--- src/rtl/imem_loader_pkg.sv ---
// ---------------------------------------------------------------------------
// imem_loader_pkg
// Shared definitions for the instruction-memory loader:
//   IMEM_SIZE   default instruction memory depth in 32-bit words
//   ST_*        3-bit FSM state encodings and the state_t enum built on them
//   BOUT_*      PC-redirect codes presented to the fetch stage
//   WORD_BYTES  bytes per instruction word
// ---------------------------------------------------------------------------
package imem_loader_pkg;

   localparam int IMEM_SIZE  = 64;
   localparam int WORD_BYTES = 4;

   localparam logic [1:0] BOUT_HOLD = 2'b00;
   localparam logic [1:0] BOUT_JUMP = 2'b01;

   localparam logic [2:0] ST_IDLE    = 3'd0;
   localparam logic [2:0] ST_RECV    = 3'd1;
   localparam logic [2:0] ST_SETPC   = 3'd2;
   localparam logic [2:0] ST_WRITE   = 3'd3;
   localparam logic [2:0] ST_NEXT    = 3'd4;
   localparam logic [2:0] ST_RESTORE = 3'd5;
   localparam logic [2:0] ST_DONE    = 3'd6;

   typedef enum logic [2:0] {
      S_IDLE    = ST_IDLE,
      S_RECV    = ST_RECV,
      S_SETPC   = ST_SETPC,
      S_WRITE   = ST_WRITE,
      S_NEXT    = ST_NEXT,
      S_RESTORE = ST_RESTORE,
      S_DONE    = ST_DONE
   } state_t;

endpackage

--- src/rtl/imem_loader_if.sv ---
// ---------------------------------------------------------------------------
// imem_loader_if
// Bundles the loader's control, byte-stream and fetch-stage signals.
//   start, word_count          load request from the host
//   rx_data, rx_valid, rx_ready byte stream handshake
//   cpu_hold, busy             core stall / load-in-progress indication
//   bout, newPC                PC-redirect request to the fetch stage
//   WE, W_Ins                  IMem write enable and write data
//   done, err                  completion / rejected-start pulses
// Modports: slave = the loader itself, master = the host/fetch-side peer.
// ---------------------------------------------------------------------------
interface imem_loader_if #(
   parameter int IMEM_SIZE = imem_loader_pkg::IMEM_SIZE
);
   localparam int CW = $clog2(IMEM_SIZE) + 1;

   logic          start;
   logic [CW-1:0] word_count;
   logic [7:0]    rx_data;
   logic          rx_valid;
   logic          rx_ready;
   logic          cpu_hold;
   logic [1:0]    bout;
   logic [31:0]   newPC;
   logic          WE;
   logic [31:0]   W_Ins;
   logic          busy;
   logic          done;
   logic          err;

   modport slave (
      input  start, word_count, rx_data, rx_valid,
      output rx_ready, cpu_hold, bout, newPC, WE, W_Ins, busy, done, err
   );

   modport master (
      output start, word_count, rx_data, rx_valid,
      input  rx_ready, cpu_hold, bout, newPC, WE, W_Ins, busy, done, err
   );

endinterface

--- src/rtl/imem_loader_word_assembler.sv ---
// ---------------------------------------------------------------------------
// imem_loader_word_assembler
// Big-endian 8-to-32 shift register with a 2-bit byte counter.
//   CLK          clock
//   RST          synchronous active-low reset
//   clear_i      discard any partial word
//   byte_valid_i a byte is accepted this cycle
//   byte_i       the byte being accepted
//   word_o       current shift register contents
//   word_full_o  the byte accepted this cycle completes a word
// ---------------------------------------------------------------------------
module imem_loader_word_assembler
   import imem_loader_pkg::*;
(
   input  logic        CLK,
   input  logic        RST,
   input  logic        clear_i,
   input  logic        byte_valid_i,
   input  logic [7:0]  byte_i,
   output logic [31:0] word_o,
   output logic        word_full_o
);

   logic [31:0] word_q, word_d;
   logic [1:0]  cnt_q, cnt_d;

   // Shifting left means the first byte of a word ends up in [31:24].
   always_comb begin
      word_d = word_q;
      cnt_d  = cnt_q;
      if (clear_i) begin
         word_d = '0;
         cnt_d  = '0;
      end else if (byte_valid_i) begin
         word_d = {word_q[23:0], byte_i};
         cnt_d  = cnt_q + 2'd1;
      end
   end

   always_ff @(posedge CLK) begin
      if (!RST) begin
         word_q <= '0;
         cnt_q  <= '0;
      end else begin
         word_q <= word_d;
         cnt_q  <= cnt_d;
      end
   end

   // Combinational so the FSM can leave RECV on the very edge that
   // captures the last byte, without an extra bubble cycle.
   assign word_full_o = byte_valid_i && !clear_i &&
                        (cnt_q == 2'(WORD_BYTES - 1));
   assign word_o      = word_q;

endmodule

--- src/rtl/imem_loader.sv ---
// ---------------------------------------------------------------------------
// imem_loader
// Receives a byte stream, assembles big-endian 32-bit instructions and
// writes them into instruction memory through the fetch stage's
// PC-redirect (bout/newPC) and write-enable (WE/W_Ins) inputs, holding the
// core for the whole load and restoring PC to START_PC at the end.
//   CLK   clock, all logic on posedge
//   RST   synchronous active-low reset
//   bus   imem_loader_if.slave: start/word_count request, rx_* byte stream,
//         cpu_hold/busy, bout/newPC, WE/W_Ins, done/err pulses
// ---------------------------------------------------------------------------
module imem_loader
   import imem_loader_pkg::*;
#(
   parameter int          IMEM_SIZE = imem_loader_pkg::IMEM_SIZE,
   parameter logic [31:0] START_PC  = 32'd0
) (
   input  logic         CLK,
   input  logic         RST,
   imem_loader_if.slave bus
);

   localparam int CW = $clog2(IMEM_SIZE) + 1;

   state_t        state_q, state_d;
   logic [31:0]   addr_q, addr_d;
   logic [CW-1:0] count_q, count_d;
   logic [CW-1:0] written_q, written_d;
   logic          err_q, err_d;

   logic          rx_ready;
   logic [1:0]    bout;
   logic [31:0]   new_pc;
   logic          we;
   logic          done;
   logic          byte_accept;
   logic          word_full;
   logic [31:0]   word;
   logic [CW-1:0] written_inc;

   assign byte_accept = bus.rx_valid && rx_ready;
   assign written_inc = written_q + CW'(1);

   imem_loader_word_assembler u_asm (
      .CLK          (CLK),
      .RST          (RST),
      .clear_i      (state_q == S_IDLE),
      .byte_valid_i (byte_accept),
      .byte_i       (bus.rx_data),
      .word_o       (word),
      .word_full_o  (word_full)
   );

   always_comb begin
      state_d   = state_q;
      addr_d    = addr_q;
      count_d   = count_q;
      written_d = written_q;
      err_d     = 1'b0;
      rx_ready  = 1'b0;
      bout      = BOUT_HOLD;
      new_pc    = 32'd0;
      we        = 1'b0;
      done      = 1'b0;

      case (state_q)
         S_IDLE: begin
            if (bus.start) begin
               if ((bus.word_count == '0) || (bus.word_count > CW'(IMEM_SIZE))) begin
                  err_d = 1'b1;
               end else begin
                  count_d   = bus.word_count;
                  addr_d    = START_PC;
                  written_d = '0;
                  state_d   = S_RECV;
               end
            end
         end
         S_RECV: begin
            rx_ready = 1'b1;
            if (word_full) begin
               state_d = S_SETPC;
            end
         end
         S_SETPC: begin
            bout    = BOUT_JUMP;
            new_pc  = addr_q;
            state_d = S_WRITE;
         end
         S_WRITE: begin
            // bout stays HOLD here so the fetch stage writes at the PC
            // it loaded during SETPC.
            we      = 1'b1;
            state_d = S_NEXT;
         end
         S_NEXT: begin
            addr_d    = addr_q + 32'd4;
            written_d = written_inc;
            state_d   = (written_inc == count_q) ? S_RESTORE : S_RECV;
         end
         S_RESTORE: begin
            bout    = BOUT_JUMP;
            new_pc  = START_PC;
            state_d = S_DONE;
         end
         S_DONE: begin
            done    = 1'b1;
            state_d = S_IDLE;
         end
         default: begin
            state_d = S_IDLE;
         end
      endcase
   end

   always_ff @(posedge CLK) begin
      if (!RST) begin
         state_q   <= S_IDLE;
         addr_q    <= START_PC;
         count_q   <= '0;
         written_q <= '0;
         err_q     <= 1'b0;
      end else begin
         state_q   <= state_d;
         addr_q    <= addr_d;
         count_q   <= count_d;
         written_q <= written_d;
         err_q     <= err_d;
      end
   end

   assign bus.rx_ready = rx_ready;
   assign bus.cpu_hold = (state_q != S_IDLE);
   assign bus.busy     = (state_q != S_IDLE);
   assign bus.bout     = bout;
   assign bus.newPC    = new_pc;
   assign bus.WE       = we;
   assign bus.W_Ins    = word;
   assign bus.done     = done;
   assign bus.err      = err_q;

endmodule

--- src/flat_wrapper.sv ---
// flat-port wrapper written by rule: the top's interface ports become plain ports
module imem_loader_flat import imem_loader_pkg::*;
#(
   parameter int          IMEM_SIZE = imem_loader_pkg::IMEM_SIZE,
   parameter logic [31:0] START_PC  = 32'd0
)
  (CLK, RST, bus_start, bus_word_count, bus_rx_data, bus_rx_valid, bus_rx_ready, bus_cpu_hold, bus_bout, bus_newPC, bus_WE, bus_W_Ins, bus_busy, bus_done, bus_err);
  imem_loader_if #(.IMEM_SIZE(IMEM_SIZE)) bus_i ();
  input  logic CLK;
  input  logic RST;
  input wire logic [$bits(bus_i.start)-1:0] bus_start;
  input wire logic [$bits(bus_i.word_count)-1:0] bus_word_count;
  input wire logic [$bits(bus_i.rx_data)-1:0] bus_rx_data;
  input wire logic [$bits(bus_i.rx_valid)-1:0] bus_rx_valid;
  output wire logic [$bits(bus_i.rx_ready)-1:0] bus_rx_ready;
  output wire logic [$bits(bus_i.cpu_hold)-1:0] bus_cpu_hold;
  output wire logic [$bits(bus_i.bout)-1:0] bus_bout;
  output wire logic [$bits(bus_i.newPC)-1:0] bus_newPC;
  output wire logic [$bits(bus_i.WE)-1:0] bus_WE;
  output wire logic [$bits(bus_i.W_Ins)-1:0] bus_W_Ins;
  output wire logic [$bits(bus_i.busy)-1:0] bus_busy;
  output wire logic [$bits(bus_i.done)-1:0] bus_done;
  output wire logic [$bits(bus_i.err)-1:0] bus_err;
  assign bus_i.start = bus_start;
  assign bus_i.word_count = bus_word_count;
  assign bus_i.rx_data = bus_rx_data;
  assign bus_i.rx_valid = bus_rx_valid;
  assign bus_rx_ready = bus_i.rx_ready;
  assign bus_cpu_hold = bus_i.cpu_hold;
  assign bus_bout = bus_i.bout;
  assign bus_newPC = bus_i.newPC;
  assign bus_WE = bus_i.WE;
  assign bus_W_Ins = bus_i.W_Ins;
  assign bus_busy = bus_i.busy;
  assign bus_done = bus_i.done;
  assign bus_err = bus_i.err;
  imem_loader #(.IMEM_SIZE(IMEM_SIZE), .START_PC(START_PC)) u_core (.CLK(CLK), .RST(RST), .bus(bus_i));
endmodule
--- config.mk ---
export PLATFORM = sky130hd
export DESIGN_NAME = imem_loader_flat
export DESIGN_NICKNAME = d
export VERILOG_FILES = /design/src/rtl/imem_loader_pkg.sv /design/src/rtl/imem_loader_if.sv /design/src/rtl/imem_loader_word_assembler.sv /design/src/rtl/imem_loader.sv /design/src/flat_wrapper.sv
export SDC_FILE = /design/constraint.sdc
export NUM_CORES = 1
export LEC_CHECK = 0
export ABC_AREA = 1
export CAP_MARGIN = 20
export CORE_MARGIN = 2
export CORE_UTILIZATION = 51
export CTS_CLUSTER_DIAMETER = 50
export DETAILED_ROUTE_END_ITERATION = 7
export MAX_ROUTING_LAYER = met4
export PLACE_DENSITY = 0.76
export SLEW_MARGIN = 0
export SYNTH_ARGS = -nofsm -noshare
export SYNTH_HDL_FRONTEND = slang
export SYNTH_SLANG_ARGS = --single-unit
--- constraint.sdc ---
create_clock -name CLK -period 2 [get_ports CLK]
set_input_delay 0.4 -clock CLK [delete_from_list [all_inputs] [get_ports CLK]]
set_output_delay 0.4 -clock CLK [all_outputs]
set_load 0.005 [all_outputs]
Figure 1. Signal wires on met1 (run 1).
Bar = 20 um.
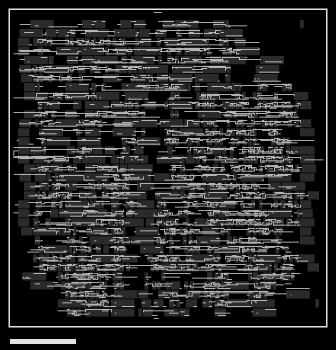
nets with wire on the layer: 697
main direction: horizontal
wire length on this layer: 4740 um
DR vias: 4550
Post-Route WL: 11400 um
met1 GRT Util: 31.4%

Figure 2. Metal 2 (run 1).
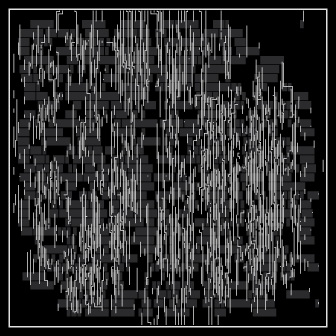
main direction: vertical
nets with wire on the layer: 645
share of all routed wire: 49%
wire length on this layer: 5550 um
met2 Usage GRT: 43.5%

==> flow_summary.toml, run 1 <==
# generated from flow reports
[outcome]
status = "finished with violations"
violations = "setup timing"

[placed_design]
gp_congestion = 0.939
place_inst = 847
port_buffers = 87
hpwlAfterDp_um = 8180

[floorplan]
die_area_sq_um = 9100
dieWidth_um = 95.4
io_pins = 91
placementRows = 33
fp_util_pct = 52.1
core_sq_um = 8180
die_height_um = 95.4

[worst_setup_path]
cp.depth = 5
slowest_stage = "clkdlybuf4s50_1"
cp.required_ps = 1600
worst-path-max-fanout = 9
cp_cell_sequence = "inv_4 -> nand3_4 -> buf_6 -> nor2_1 -> clkdlybuf4s50_1"
critPathMaxStageDelay_ps = 500
crit_buf_inv = 3
critPathKind = "reg -> out"
reg2reg_depth = 9
cp_top_family = "buffers and inverters"
cp.arrival_ps = 1690
startpoint_type = "register"
end_kind = "primary output"

[timing]
rsz0062_at_grt = "yes"
final-hold-violation-count = 0
fmax_ghz = 0.480
period_needed_ps = 2090
setup_ws_ps = -85.3
hold_ws_ps = 464
min_period_over_period_pct = 104
slew_violations = 0
finClkSkew_ps = 11.3
setup_viol = 9

[synth]
ys_cells = 671
flop_cell = "dfxtp_1"
top_area_cell = "dfxtp_1"
ys_seq_share_pct = 38.5
synthCells = 671
synth.area.top_cells = "dfxtp_1 (39%), nand2_1 (20%), a21oi_1 (9.2%)"
syn_avg_cell_area_sq_um = 6.35
top_cell = "nand2_1"
top_area_share_pct = 38.5
async_reset_ff_share_pct = 0
edf_count = 0
synth_flops = 82
ys_top_cells_by_count = "nand2_1 (230), dfxtp_1 (82), nor2_1 (81), a21oi_1 (78), nand3_1 (65)"
yosys_area_sq_um = 4260
netlist_area_sq_um = 4260

[finish]
antenna_cells = 0
area_growth_pct = 28.3
drive_gt1_share_pct = 7.34
fin_nets = 780
layout.cells.non_filler = 868

[detailed_routing]
wl_met3_um = 746
first_pass_iters = 6
routedLengthMet1_um = 4740
avgViaCountPerCell = 5.24
avgRoutedWirePerCell_um = 13.1
antenna_left = 0
drt_iter0_drc = 243
drcViolationCount = 0

[global_route]
antenna_found_initial = 0
grt_max_degree = 38
grt_usage_pct = 26.3
grt_overflow = 0
grt_pass1_wl_um = 18300

[clock_tree]
clock_path_buffers = 2
hold_buffers = 0
htreeDepth = 3
clk_pin_slew_ps = 90
cts-root-buf = "clkbuf_8"
numCtsBuffers = 9
cts_tree = "yes"
clk_latency_ps = 360
cts.sinks = 82

[flow_run]
cap_violations = 0
warnings = 28

[power_and_ir_drop]
leakage_nw = 2.09
vdd_drop_max_uv = 404
pwr_density_cell_nw_per_um2 = 608
power_mw = 3.32

[min_path]
min_path_type = "reg -> reg"
worstHoldPathCells = 2
Figure 3. M3 wires (run 1).
Bar = 20 um.
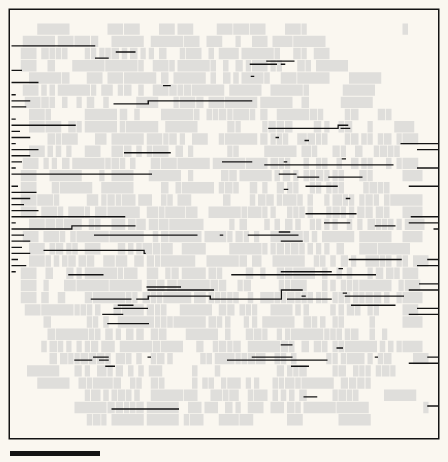
nets with wire on the layer: 87
share of all routed wire: 6.6%
main direction: horizontal
wire length on this layer: 747 um
met3 Use GR: 5.30%

==> run 1: path summary, 6_finish.rpt <==
path                                start                       to  slack (ps)
hold / removal    u_core.u_asm.word_o[12]  u_core.u_asm.word_o[20]         460
setup / recovery        u_core.state_q[2]            bus_newPC[25]         -90
setup reg to reg         u_core.addr_q[2]        u_core.addr_q[30]         150
hold reg to reg   u_core.u_asm.word_o[12]  u_core.u_asm.word_o[20]         460
==> run 1: cells by family after synthesis <==
group / synth area share, %
and+or+nand+nor: 38.9
xor gates and xnor gates: 1.35
DFF: 38.5
adders and majority gates: 0.881
buffers and inverters: 9.34
AOI/OAI and AO/OA: 10.9
other: 0.0880
==> run 1: placed cells by master, fill, tap and decap left out, drive strengths merged, types with 2 or more instances in the layout <==
cell type | netlist | final
clkbuf | 8 | 10
dfxtp | 82 | 82
conb | 1 | 3
nor2 | 86 | 86
o21ai | 13 | 13
dlygate4sd2 | 0 | 11
nand2 | 233 | 233
dlymetal6s2s | 0 | 11
clkdlybuf4s15 | 0 | 2
xor2 | 4 | 4
a21oi | 78 | 78
nor3 | 4 | 4
inv | 60 | 63
nand3 | 66 | 66
buf | 21 | 16
clkdlybuf4s50 | 0 | 62
nand4 | 8 | 8
clkinv | 1 | 4
ha | 3 | 3
==> run 1: state kept, by name, summed over array words and instances, names as in the netlist <==
signal / cells
u_core.written_q: 7
u_core.addr_q: 30
u_core.bus.err: 1
u_core.state_q: 3
u_core.count_q: 7
u_core.u_asm.word_o: 32
u_core.u_asm.cnt_q: 2
==> run 1: stage by stage <==
| step | TNS, ps | instance area [sq um] | setup WS [ps] | util, % |
|---|---|---|---|---|
| floorplan | 0 | 4270 | 584 | - |
| global placement | 0 | 5200 | 137 | 63.6 |
| detailed placement | 0 | 5200 | 68.8 | 63.6 |
| CTS | -2240 | 5400 | -132 | 66.1 |
| global route | -1500 | 5470 | -179 | 66.9 |
| finish | -676 | 5470 | -85.3 | 66.9 |
==> run 1: layer usage <==
metal	GRT usage, %	vias to the layer above
li1	-	2296
met1	31.4	2067
met2	43.5	158
met3	5.30	29
met4	10.6	0
met5	-	-
==> run 1: repair_timing <==
action / 4_1_cts / 5_1_grt
gates cloned: 1 / 0
pin swaps: 0 / 1
buffers inserted: 2 / 2
resized: 23 / 23
setup endpoints to repair: 35 / 22
==> run 1: final cells by class <==
| cell class | count | area (sq um) |
|---|---|---|
| tap | 105 | 131 |
| clock inverter | 7 | 52.6 |
| clock buffer | 9 | 124 |
| sequential | 82 | 1650 |
| multi-input combinational | 501 | 2250 |
| inverter | 61 | 234 |
| timing repair buffer | 103 | 1030 |
| fill | 754 | 2710 |
==> run 1: worst reg2reg max path: cells and delay by family (launching register included) <==
kind,cells,cell delay [ps]
AND-OR/OR-AND,1,140
flip-flops,1,450
AND/OR/NAND/NOR,6,790
buffers and inverters,1,120
adder cells (fa/ha/maj),1,280
==> run 1: where the power goes <==
group	internal, mW	leakage, nW	switching [mW]	total (mW)
Clock	0.462	0.0904	0.649	1.11
Combinational	0.198	1.33	0.335	0.534
Sequential	1.66	0.663	0.0198	1.68
Figure 4. Where the registers sit (run 1).
Other sequential cells in the stronger gray, the rest of the logic in the fainter gray.
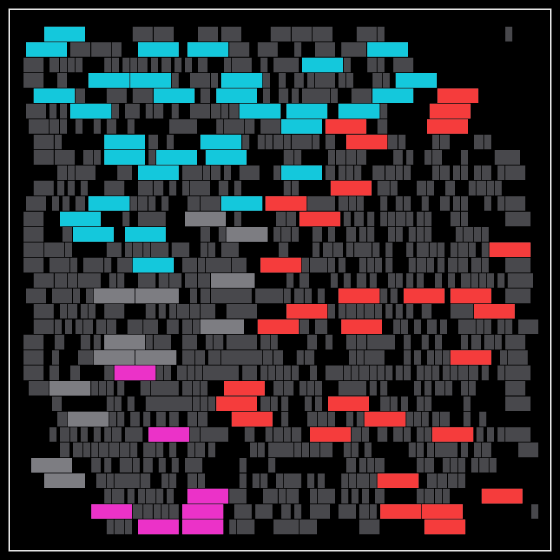

==> run 2: changes to the inputs <==
Settings changed: CORE_UTILIZATION 51 to 53, CTS_BUF_LIST set to sky130_fd_sc_hd__clkbuf_4, PLACE_DENSITY 0.76 to 0.79.
Figure 5. Where the registers sit (run 2).
Other sequential cells in the stronger gray, the rest of the logic in the fainter gray.
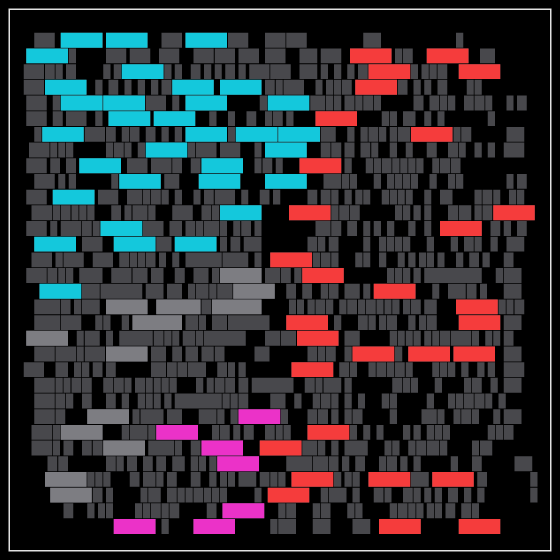
legend:
  u_core.addr_q:
    color: red
    flops: 30
  u_core.u_asm.word_o:
    color: cyan
    flops: 32
  u_core.written_q:
    color: magenta
    flops: 7
    where: bottom middle
not colored: 13
Flop area: 1650 sq um
Seq. pwr: 1.68 mW
flop share of the area: 30.6%

Figure 6. Signal wires on met1 (run 2).
Bar = 20 um.
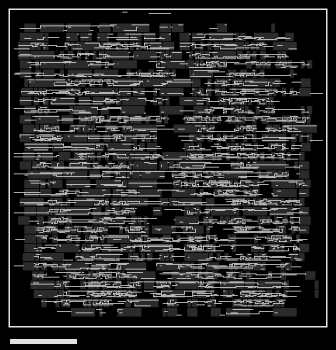
longest straight run: 35.9 um
nets with wire on the layer: 701
main direction: horizontal
Post-Route WL: 11700 um
met1 GRT Util: 32.9%

==> run 2 against run 1 <==
  * The flow now finishes without violations
  * First-iteration DRC count decreased by 1.6%
  * Clock power fell by about 20%
  * Total power decreased by 4.7%
  * Fmax increased by 7.9%
  * Clock-buffer cell count stayed put
  * Sequential cell count did not move
  * Sequential power barely moved
  * Final area is 1.2% lower
  * Area after synthesis did not move
  * Hold slack improved by 12 ps
  * Worst setup slack better by 150 ps
==> flow_summary.toml, run 2 <==
# generated from flow reports
[outcome]
status = "finished, final reports clean"

[synth]
flop_cell = "dfxtp_1"
yosys_area_sq_um = 4260
ys_top_cells_by_count = "nand2_1 (230), dfxtp_1 (82), nor2_1 (81), a21oi_1 (78), nand3_1 (65)"
synthCells = 671
netlist_area_sq_um = 4260
top_cell = "nand2_1"
top_area_share_pct = 38.5
synth.area.top_cells = "dfxtp_1 (39%), nand2_1 (20%), a21oi_1 (9.2%)"
ys_cells = 671

[worst_setup_path]
slowest_stage = "dfxtp_4"
worstReg2RegStart = "u_core.addr_q[3]"
worst-path-max-fanout = 15
critPathKind = "reg -> out"
crit_buf_inv = 3
worstReg2RegEnd = "u_core.addr_q[30]"

[clock_tree]
htreeDepth = 3
cts.sinks = 82

[power_and_ir_drop]
p_int_mw = 2.15
leakage_nw = 1.98
power_mw = 3.16
power.share.sequential_pct = 53.0

[timing]
min_period_over_period_pct = 96.6
slew_violations = 0
hold_ws_ps = 476
fmax_ghz = 0.517

[floorplan]
io_pins = 91
dieWidth_um = 93.6
fp_util_pct = 54.8
placementRows = 32

[detailed_routing]
avgRoutedWirePerCell_um = 13.5
first_pass_iters = 5
drt_iter0_drc = 239

[finish]
layout.cells.non_filler = 868
antenna_cells = 0
area_growth_pct = 26.8

[flow_run]
cap_violations = 0

[global_route]
grt_pass1_wl_um = 19400
antenna_found_initial = 0

[placed_design]
gp_congestion = 0.945
place_inst = 846
Figure 7. M3 wires (run 2).
Bar = 20 um.
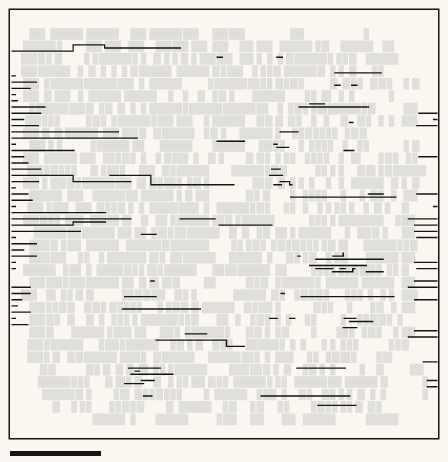
longest straight run: 27.4 um
nets with wire on the layer: 94
wire length on this layer: 718 um
met3 Use GR: 6.29%
DR vias: 4528

run 2: cells by family after synthesis:
group / synth area share, %
AOI/OAI and AO/OA: 10.9
xor gates and xnor gates: 1.35
adders and majority gates: 0.881
buffers and inverters: 9.34
DFF: 38.5
other: 0.0880
and+or+nand+nor: 38.9
run 2: per-layer routing:
metal / track usage, % / part of all wire [%]
met5: - / 0
met4: 13.5 / 3.3
met3: 6.29 / 6.1
met2: 47.1 / 48
met1: 32.9 / 42
run 2: repair_timing:
action | in CTS | in global routing
gates cloned | 1 | 0
gates resized | 45 | 30
setup endpoints to repair | 36 | 18
hold buffers | 0 | 0
pin swaps | 2 | 1
setup buffers | 4 | 1
run 2: worst max-delay path by stage:
stage | start | end | slack (ps) | cells past startpoint
floorplan | u_core.addr_q[2] | u_core.addr_q[30] | 580 | 8
global placement | bus_word_count[2] | u_core.addr_q[30] | 130 | 9
detailed placement | bus_word_count[5] | u_core.written_q[0] | 80 | 9
CTS | u_core.state_q[1] | bus_cpu_hold | -100 | 5
global route | u_core.state_q[2] | bus_newPC[5] | -3 | 5
finish | u_core.state_q[2] | bus_newPC[16] | 70 | 5
run 2: tightest hold or removal path: stages (launching register included):
cell,delay [ps]
dfxtp_1,340
nand2_1,60
a21oi_1,50
run 2: power groups by stage:
stage	combinational, mW	clock, mW	sequential, mW
after floorplan	0.347	0	1.71
after global placement	0.511	0	1.71
after detailed placement	0.514	0	1.71
after CTS	0.557	0.939	1.67
after global routing	0.619	1.01	1.68
final	0.569	0.918	1.68
run 2: cell type report:
cell class	count	area, sq um
Multi-Input combinational cell	501	2260
Sequential cell	82	1650
Tap cell	102	128
Inverter	61	234
Clock buffer	9	67.6
Timing Repair Buffer	106	1000
Clock inverter	7	65.1
Fill cell	698	2370
run 2: through the flow:
stage,cell area [sq um],utilization [%]
6_report,5400,69.5
5_1_grt,5400,69.5
4_1_cts,5420,69.7
3_5_place_dp,5230,67.4
3_3_place_gp,5230,67.4
2_1_floorplan,4270,-
Figure 8. Metal 2 (run 2).
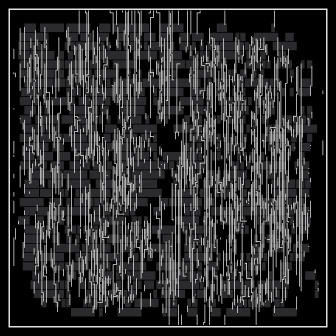

==> run 3: changes to the inputs <==
--- a/config.mk
+++ b/config.mk
@@ -12,4 +12,5 @@
 export CTS_BUF_LIST = sky130_fd_sc_hd__clkbuf_4
 export CTS_CLUSTER_DIAMETER = 50
+export CTS_CLUSTER_SIZE = 16
 export DETAILED_ROUTE_END_ITERATION = 7
 export MAX_ROUTING_LAYER = met4
==> constraint.sdc (replaced) <==
create_clock -name CLK -period 2 [get_ports CLK]
set_input_delay 0.4 -clock CLK [delete_from_list [all_inputs] [get_ports CLK]]
set_output_delay 0.4 -clock CLK [all_outputs]
set_load 0.05 [all_outputs]
Figure 9. Metal 2 (run 3).
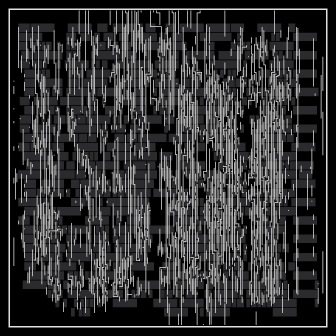
met2 Usage GRT: 48.8%
Post-Route WL: 12300 um

Figure 10. Where the registers sit (run 3).
Other sequential cells in the stronger gray, the rest of the logic in the fainter gray.
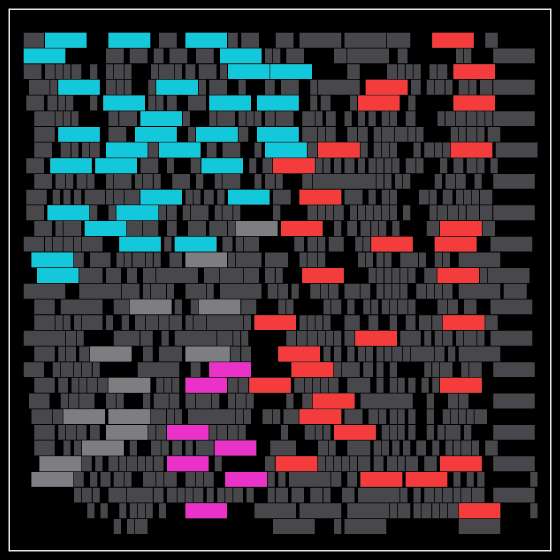
legend:
  u_core.written_q:
    color: magenta
    flops: 7
  u_core.addr_q:
    color: red
    flops: 30
  u_core.u_asm.word_o:
    color: cyan
    flops: 32
fin util: 75.1%
flop share of the area: 28.2%
Flop area: 1640 sq um

Figure 11. M3 wires (run 3).
Bar = 20 um.
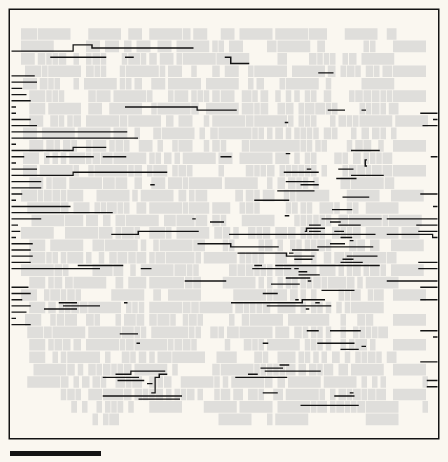
longest straight run: 31.7 um
nets with wire on the layer: 128
met3 Use GR: 5.96%
DR vias: 4718

==> run 3 against run 2 <==
  * Utilization grew 5.6 points
  * Sequential share of layout area decreased by 2.4 points
  * Hold slack better by 5.6 ps
  * Non-clock buffer count fell by 5
  * Clock-buffer cell count unchanged
  * Sequential power hardly changed
  * First-iteration DRC count increased by 36%
  * Via count increased by 4.2%
  * Area after synthesis did not move
  * Highest routed layer unchanged
==> flow_summary.toml, run 3 <==
# generated from flow reports
[outcome]
status = "finished, final reports clean"

[synth]
top_area_share_pct = 38.5
ys_cells = 671
ys_sh_adder_pct = 0.881
logic_family = "simple AND/OR/NAND/NOR gates"
edf_count = 0
ys_sh_simple_pct = 38.9
ys_seq_share_pct = 38.5
async_reset_ff_share_pct = 0
synth_flops = 82

[global_route]
grt_pass1_wl_um = 20000
antenna_found_initial = 0
grt_max_degree = 38
grt-busiest-layer = "met2"

[clock_tree]
numCtsBuffers = 9
htreeDepth = 3
cts_tree = "yes"
hold_buffers = 0

[timing]
fmax_ghz = 0.521
rsz0062_at_grt = "yes"
fin_setup_tns_ps = 0
setup_ws_ps = 80.8
finClkSkew_ps = 28.9
slew_violations = 0

[flow_run]
cap_violations = 0

[finish]
lay_top_count = "nand2_1"
layout_top_cells = "nand2_1 (230), dfxtp_1 (81), a21oi_1 (78)"
area_growth_pct = 37.0

[worst_setup_path]
critPathKind = "reg -> out"
end_kind = "primary output"

[detailed_routing]
antenna_left = 0
avgRoutedWirePerCell_um = 14.2

[floorplan]
dieWidth_um = 93.6
die_height_um = 93.6

[placed_design]
port_buffers = 87

[power_and_ir_drop]
pwr-share-clk_pct = 30.8
pwr_density_cell_nw_per_um2 = 585
-- run 3: routing by layer --
layer / up-vias / routed length [um]
li1: 2303 / -
met5: - / 0
met2: 235 / 6080
met1: 2140 / 4760
met3: 40 / 951
met4: 0 / 475
-- run 3: critical path, cell delays in order, from the launching register on --
cell	delay, ps
dfxtp_2	380
inv_4	100
nand3_4	130
buf_12	190
nor2_2	140
buf_12	160
-- run 3: layout make-up --
| class | instances | area (sq um) |
|---|---|---|
| Clock buffer | 9 | 67.6 |
| Clock inverter | 7 | 82.6 |
| Fill cell | 635 | 1930 |
| Inverter | 61 | 231 |
| Multi-Input combinational cell | 501 | 2350 |
| Sequential cell | 82 | 1640 |
| Tap cell | 102 | 128 |
| Timing Repair Buffer | 101 | 1340 |
-- run 3: path summary, 6_finish.rpt --
check | from | cells past startpoint | endpoint | slack [ps]
min | u_core.u_asm.word_o[13] | 2 | u_core.u_asm.word_o[21] | 480
max | u_core.state_q[2] | 5 | bus_newPC[25] | 80
min reg2reg | u_core.u_asm.word_o[13] | 2 | u_core.u_asm.word_o[21] | 480
max reg2reg | u_core.addr_q[3] | 9 | u_core.addr_q[30] | 230
-- run 3: per-stage QoR --
step | instances | hold WS, ps
2_1_floorplan | 673 | 444
3_5_place_dp | 845 | 468
5_1_grt | 863 | 495
4_1_cts | 861 | 473
3_3_place_gp | 845 | 453
6_report | 863 | 481
-- run 3: timing repair --
item	4_1_cts	5_1_grt
hold endpoints to repair	0	0
gates resized	41	38
endpoints found under the setup margin	57	33
setup buffers	0	0
cloned	0	2
-- run 3: logic make-up after synthesis --
logic type                 count (synthesis)
AOI/OAI and AO/OA                         92
xor gates and xnor gates                   5
adders and majority gates                  3
buffers and inverters                     90
DFF                                       82
other                                      1
and+or+nand+nor                          398
-- run 3: power groups by stage --
stage | clock network, mW | logic, mW | registers (mW)
4_1_cts | 1.05 | 0.646 | 1.67
2_1_floorplan | 0 | 0.428 | 1.72
3_5_place_dp | 0 | 0.644 | 1.71
3_3_place_gp | 0 | 0.633 | 1.71
6_report | 1.05 | 0.685 | 1.68
5_1_grt | 1.13 | 0.731 | 1.68
No activity file was given, so power comes from the tool's default toggle rates.
